**config.mk**
```make
export PLATFORM = sky130hd
export DESIGN_NAME = divider_arbiter
export DESIGN_NICKNAME = d
export VERILOG_FILES = /design/src/rtl/divider_arbiter.sv
export SDC_FILE = /design/constraint.sdc
export NUM_CORES = 1
export LEC_CHECK = 0
export CELL_PAD_IN_SITES_DETAIL_PLACEMENT = 0
export CELL_PAD_IN_SITES_GLOBAL_PLACEMENT = 1
export CORE_MARGIN = 2
export CORE_UTILIZATION = 33
export CTS_CLUSTER_DIAMETER = 100
export DETAILED_ROUTE_END_ITERATION = 10
export PLACE_DENSITY = 0.94
export SKIP_LAST_GASP = 1
export SLEW_MARGIN = 30
export SYNTH_ARGS = -nofsm -noshare
export SYNTH_HDL_FRONTEND = slang
export SYNTH_SLANG_ARGS = --single-unit
```
**constraint.sdc**
```tcl
create_clock -name clk -period 3.6 [get_ports clk]
set_input_delay 0.9 -clock clk [delete_from_list [all_inputs] [get_ports clk]]
set_output_delay 0.9 -clock clk [all_outputs]
set_load 0.01 [all_outputs]
```
**src/rtl/divider_arbiter.sv**
```systemverilog
// divider_arbiter: round-robin sharing of one sequential divider among N_REQ clients.
// Optional build macro DIV_ARB_ZERO_GUARD_EN: a zero divisor is answered locally (all ones, err=1).
module divider_arbiter #(
    parameter int N_REQ = 2,
    parameter int WIDTH = 16
) (
    input  logic                   clk,
    input  logic                   rst,
    input  logic [N_REQ-1:0]       req,
    input  logic [N_REQ*WIDTH-1:0] req_dividend,
    input  logic [N_REQ*WIDTH-1:0] req_divisor,
    output logic [N_REQ-1:0]       grant,
    output logic [N_REQ-1:0]       done,
    output logic [WIDTH-1:0]       result,
    output logic                   err,
    output logic [WIDTH-1:0]       div_dividend,
    output logic [WIDTH-1:0]       div_divisor,
    output logic                   div_start,
    input  logic                   div_busy,
    input  logic                   div_ready,
    input  logic [WIDTH-1:0]       div_quotient
);
    localparam int IW = (N_REQ > 1) ? $clog2(N_REQ) : 1;

    typedef enum logic [2:0] {IDLE, ISSUE, WAIT_BUSY, WAIT_READY, DONE} state_t;

    state_t          state;
    logic [IW-1:0]   last, owner, pick, cand;
    logic            pick_valid, zero_skip;
    logic [WIDTH-1:0] pick_dividend, pick_divisor;

    // Scan from the farthest candidate to the nearest so the nearest set req after 'last' wins.
    always_comb begin
        pick_valid    = 1'b0;
        pick          = '0;
        cand          = '0;
        pick_dividend = '0;
        pick_divisor  = '0;
        for (int k = N_REQ; k >= 1; k--) begin
            cand = IW'((int'(last) + k) % N_REQ);
            if (req[cand]) begin
                pick_valid = 1'b1;
                pick       = cand;
            end
        end
        for (int i = 0; i < N_REQ; i++) begin
            if (pick == IW'(i)) begin
                pick_dividend = req_dividend[i*WIDTH +: WIDTH];
                pick_divisor  = req_divisor[i*WIDTH +: WIDTH];
            end
        end
    end

`ifdef DIV_ARB_ZERO_GUARD_EN
    assign zero_skip = (pick_divisor == '0);
`else
    assign zero_skip = 1'b0;
`endif

    always_ff @(posedge clk or posedge rst) begin
        if (rst) begin
            state        <= IDLE;
            last         <= IW'(N_REQ - 1);
            owner        <= '0;
            grant        <= '0;
            done         <= '0;
            result       <= '0;
            err          <= 1'b0;
            div_dividend <= '0;
            div_divisor  <= '0;
            div_start    <= 1'b0;
        end else begin
            case (state)
                IDLE: begin
                    if (pick_valid && !div_busy) begin
                        owner        <= pick;
                        grant        <= N_REQ'(1) << pick;
                        div_dividend <= pick_dividend;
                        div_divisor  <= pick_divisor;
                        if (zero_skip) begin
                            result <= '1;
                            err    <= 1'b1;
                            done   <= N_REQ'(1) << pick;
                            state  <= DONE;
                        end else begin
                            div_start <= 1'b1;
                            state     <= ISSUE;
                        end
                    end
                end
                ISSUE: begin
                    div_start <= 1'b0;
                    state     <= WAIT_BUSY;
                end
                WAIT_BUSY: begin
                    // A fast divider may report ready without ever showing busy.
                    if (div_ready) begin
                        result <= div_quotient;
                        done   <= grant;
                        state  <= DONE;
                    end else if (div_busy) begin
                        state <= WAIT_READY;
                    end
                end
                WAIT_READY: begin
                    if (div_ready) begin
                        result <= div_quotient;
                        done   <= grant;
                        state  <= DONE;
                    end
                end
                DONE: begin
                    done  <= '0;
                    grant <= '0;
                    err   <= 1'b0;
                    last  <= owner;
                    state <= IDLE;
                end
                default: state <= IDLE;
            endcase
        end
    end
endmodule

```
Run 1, clock network drawn from the DEF:
Bar = 20 um.
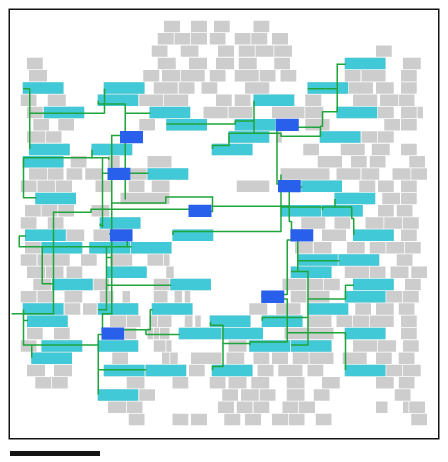
[green] clock wires | length: 769 um
[blue] clock drivers | count: 9
[cyan] flip-flops | count: 58
routed clock nets: 10

Run 1, register map, names as in the netlist:
Other sequential cells in the stronger grey, the rest of the logic in the fainter grey.
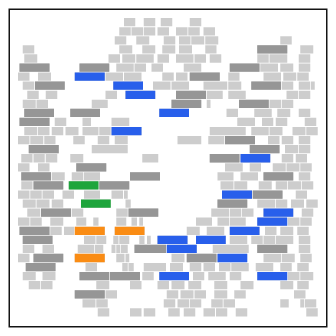
[orange] state | sequential cells: 3
[green] done | sequential cells: 2
[blue] div_dividend | sequential cells: 16
not coloured: 37

==> out/metrics.yaml, run 1 <==
finish:
  layout.cell_area.non_filler_um2: 4450
  clock_cell_area_share: 0.0568
  nMultiInputCombCells: 104
  lay_top_count: "clkdlybuf4s50_1"
  final_layout_size_suffix_gt1_frac: 0.326
  nClkBuffers: 12
  syn_to_final_growth_pct: 63.5
  antenna_cells: 0
drt:
  wl_met2_um: 2920
  highest_layer: "met4"
  num_vias: 1932
logic_synthesis:
  synth-async-reset-ratio: 1.00
  syn_area_per_cell_um2: 15.5
  ys_cells: 175
  ys_sh_aoi: 0.0363
  mux_area_frac: 0.368
  yosys.area.top_type_share: 0.524
  synth_cells: 175
  synthTopLogicFamily: "multiplexers"
cts:
  cts_tree: "done"
  cts_buffers: 9
  cts_hold_buf: 0
  clkTransAtPathRegs_ps: 60
sta:
  finalHoldViolCount: 0
  tns_ps: 0
  max_freq_ghz: 0.400
  fin_skew_ps: 3.37
  worst_pin_slew_ps: 827
  hold-worst-slack_ps: 500
  slew_headroom: 0.449
  rsz0062_at_grt: "false"
worst_hold_path:
  min_from: "last"
  hold_depth: 2
grt:
  grt_pass1_vias: 2108
  antenna_found_initial: 0
  top_usage_layer: "met2"
setup_path:
  worstPathRequired_ps: 3810
  crit_start: "req[0]"
  cp.arrival_ps: 2710
  reg2reg_depth: 4
  max_stage_delay_ps: 530
placement:
  dpl-instance-area_um2: 4190
  routabilityCongestion: 0.702
floorplan:
  num_rows: 33
  chipArea_um2: 8990
  core_util_floorplan: 0.336
status:
  outcome: "finished, final reports clean"
pwr:
  p_sw_mw: 0.981
  finalPower_mw: 3.52
  p_seq_mw: 1.18
  vdd_drop_max_v: 0.000427
  power_leader: "combinational logic"
  p_clk_frac: 0.213
  pwr-share-seq: 0.335
flow_run:
  maxCapViolations: 0
Run 1, signal wires by layer:
Bar = 20 um.
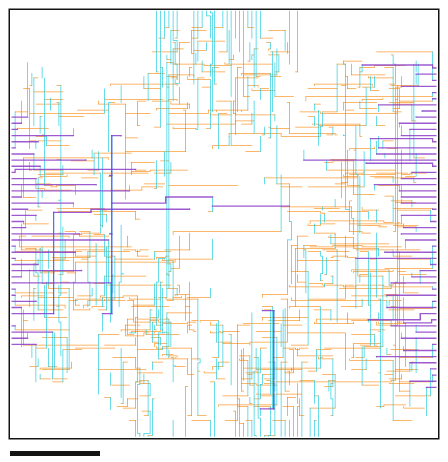
[cyan] metal 2 | wire length: 2920 um
[blue] metal 4 | wire length: 83.6 um
[purple] metal 3 | wire length: 771 um
[orange] metal 1 | wire length: 2590 um

Run 1, pin map:
Pins as bars across the die edge, other pins in grey.
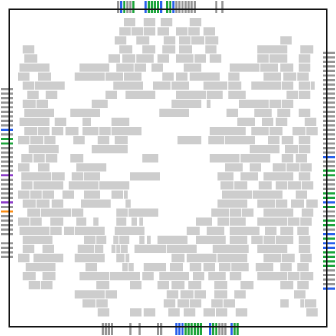
[purple] grant | pins: 2 | direction: output | edge: west
[green] req_dividend | pins: 32 | direction: input | edge: 12 east, 10 south, 8 north, 2 west
[blue] div_dividend | pins: 16 | direction: output | edge: 6 east, 5 south, 4 north, 1 west
[orange] div_ready | pins: 1 | direction: input | edge: west
all pins by edge: 53 east, 37 west, 26 south, 24 north
Die Wd: 94.8 um
die y size: 94.8 um
IO buf count: 138

Run 1, clock routing:
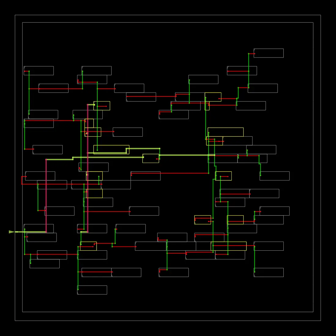

==> run 1 -> run 2 <==
Settings changed: CORE_UTILIZATION 33 to 28, PLACE_DENSITY 0.94 to 0.86.
Clock period 3.6 ns to 2.15 ns, I/O delays scaled along.
Run 2, clock routing:
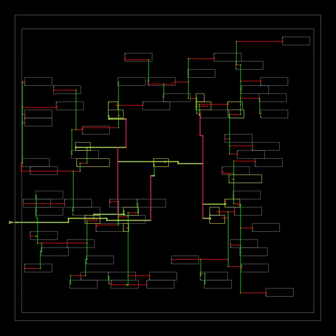
clk sinks: 58
Clk Latency, worst-skew pair: 330 ps
CTS buffer count: 9
flip-flops: 58
Power Clock: 1.14 mW

==> out/metrics.yaml, run 2 <==
pwr:
  finalPower_mw: 5.82  # +65%
  power_leader: "combinational logic"
  p_seq_mw: 1.97  # +67%
finish:
  lay_top_count: "clkdlybuf4s50_1"
  clock_cell_area_share: 0.0504  # -0.00648
  nMultiInputCombCells: 104  # unchanged
  syn_to_final_growth_pct: 66.2
  antenna_cells: 0  # unchanged
  nClkBuffers: 10  # -2
  final_layout_size_suffix_gt1_frac: 0.341  # +0.0154
  layout.cell_area.non_filler_um2: 4520  # +1.7%
setup_path:
  cp.arrival_ps: 2070  # -640 ps
  max_stage_delay_ps: 490  # -40 ps
  crit_start: "req[1]"
sta:
  rsz0062_at_grt: "false"
  fin_skew_ps: 5.90  # +2.53 ps
  tns_ps: 0  # unchanged
  hold-worst-slack_ps: 509  # +9.14 ps
  max_freq_ghz: 0.537
placement:
  dpl-instance-area_um2: 4290  # +2.4%
  port-buffer-count: 138  # unchanged
logic_synthesis:
  synth_cells: 175  # unchanged
  mux_area_frac: 0.368  # unchanged
  yosys.area.top_type_share: 0.524  # unchanged
  ys_sh_aoi: 0.0363  # unchanged
  synth-async-reset-ratio: 1.00  # unchanged
drt:
  highest_layer: "met4"
  num_vias: 1984  # +2.7%
worst_hold_path:
  min_from: "div_dividend[9]"
floorplan:
  fp.dieW_um: 103  # +8.2%
  die_h_um: 103  # +8.2%
grt:
  antenna_found_initial: 0  # unchanged
  grt_pass1_vias: 2145  # +1.8%
cts:
  clkTransAtPathRegs_ps: 70  # about the same
status:
  outcome: "finished, final reports clean"
Run 2, pin map:
Pins as bars across the die edge, other pins in grey.
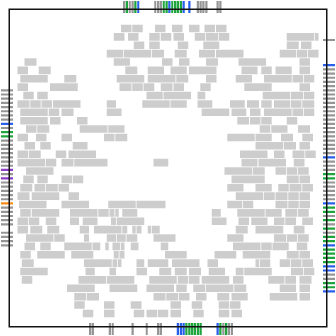

==> run 2 -> run 3 <==
Settings changed: CELL_PAD_IN_SITES_DETAIL_PLACEMENT 0 to unset, CELL_PAD_IN_SITES_GLOBAL_PLACEMENT 1 to unset, CORE_ASPECT_RATIO set to 0.5, CORE_UTILIZATION 28 to 36.
Run 3, pin map:
Pins as bars across the die edge, other pins in grey.
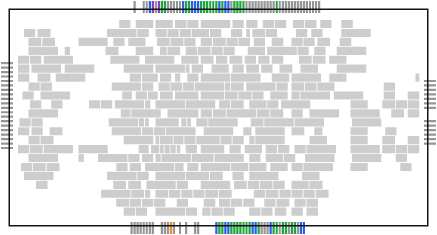
[blue] div_dividend | pins: 16 | direction: output | edge: 8 south, 8 north
[purple] grant | pins: 2 | direction: output | edge: north
[orange] div_ready | pins: 1 | direction: input | edge: south
[green] req_dividend | pins: 32 | direction: input | edge: 16 south, 16 north

==> out/metrics.yaml, run 3 <==
finish:
  nMultiInputCombCells: 104  # unchanged
  design.seq.count: 58  # unchanged
  fillers: 534
  finalNonFillerCells: 424
  final_nets: 409
  largest_class: "non-clock buffers"
  final_cell_mix: "clkdlybuf4s50_1, dfrtp_1, mux2_2, mux2_4, clkbuf_16"
  lay_top_count: "clkdlybuf4s50_1"
  n_all_buffers: 147
  final_layout_size_suffix_gt1_frac: 0.341  # unchanged
  sh_comb_area: 0.257
  largestRegisters: "div_dividend (16), div_divisor (16), result (16)"
  syn_to_final_growth_pct: 67.2
  antenna_cells: 0  # unchanged
  buf_share: 0.335
  clock_cell_area_share: 0.0597  # +0.00932
  nClkBuffers: 10  # unchanged
  layout.cell_area.non_filler_um2: 4550  # +0.61%
logic_synthesis:
  largest_area_cell: "dfrtp_1"
  ys_sh_aoi: 0.0363  # unchanged
  ys.warnings.count: 0
  ys_sh_adder: 0
  mux_area_frac: 0.368  # unchanged
  synth_cells: 175  # unchanged
  yosys.area.top_type_share: 0.524  # unchanged
  synth-simple-area-share: 0.0207
  syn-num-nets: 261
  synth-async-reset-ratio: 1.00  # unchanged
sta:
  setup_ws_ps: 264
  fin_skew_ps: 5.25  # -0.649 ps
  hold-worst-slack_ps: 506  # -2.95 ps
  tns_ps: 0  # unchanged
  rsz0062_at_grt: "false"
  drv_slew: 0
  period_needed_ps: 1890
  max_freq_ghz: 0.530  # -1.3%
  finalHoldViolCount: 0
grt:
  grt_pass1_vias: 2332  # +8.7%
  grt_usage: 0.184
  grt_overflow_total: 0
  antenna_found_initial: 0  # unchanged
  grtUsageMet1: 0.184
  gr-usage-met3: 0.0529
  grt_first_pass_wirelength_um: 11500
pwr:
  finalPower_mw: 6.07  # +4.3%
  power_leader: "combinational logic"
  clk-power_mw: 1.26  # +10%
  p_seq_mw: 2.01  # +2%
cts:
  cts_hold_buf: 0
  cts_buffers: 9  # unchanged
  cts_resized: 0
  clk_latency_ps: 320  # about the same
  clkTransAtPathRegs_ps: 50  # -20 ps
  cts_sinks: 58  # unchanged
floorplan:
  die_h_um: 65.5  # -36%
  chipArea_um2: 8310
  fp.dieW_um: 127  # +24%
flow_run:
  warning_count: 26
setup_path:
  cp_top_family: "buffers and inverters"
  r2r_setup_slack_ps: 510
  max_stage_delay_ps: 490  # about the same
  cp-endpoint: "div_divisor[15]"
  cp_cell_sequence: "clkdlybuf4s50_1 -> a21boi_4 -> buf_12 -> mux2_2 -> mux2_4"
  cp.depth: 5
  reg2reg_from: "state[1]"
  cp.arrival_ps: 2090  # +20 ps
  crit_start: "req[1]"
drt:
  num_vias: 2005  # +1.1%
  postRouteAntennaNets: 0
  drt-wirelength-per-cell_um: 17.6
  highest_layer: "met4"
  wl_met2_um: 4210
status:
  outcome: "finished, final reports clean"
placement:
  port-buffer-count: 138  # unchanged
  dpl-instance-area_um2: 4280  # -0.38%
worst_hold_path:
  min_from: "div_divisor[0]"
Power is estimated from default activity; no workload was simulated.
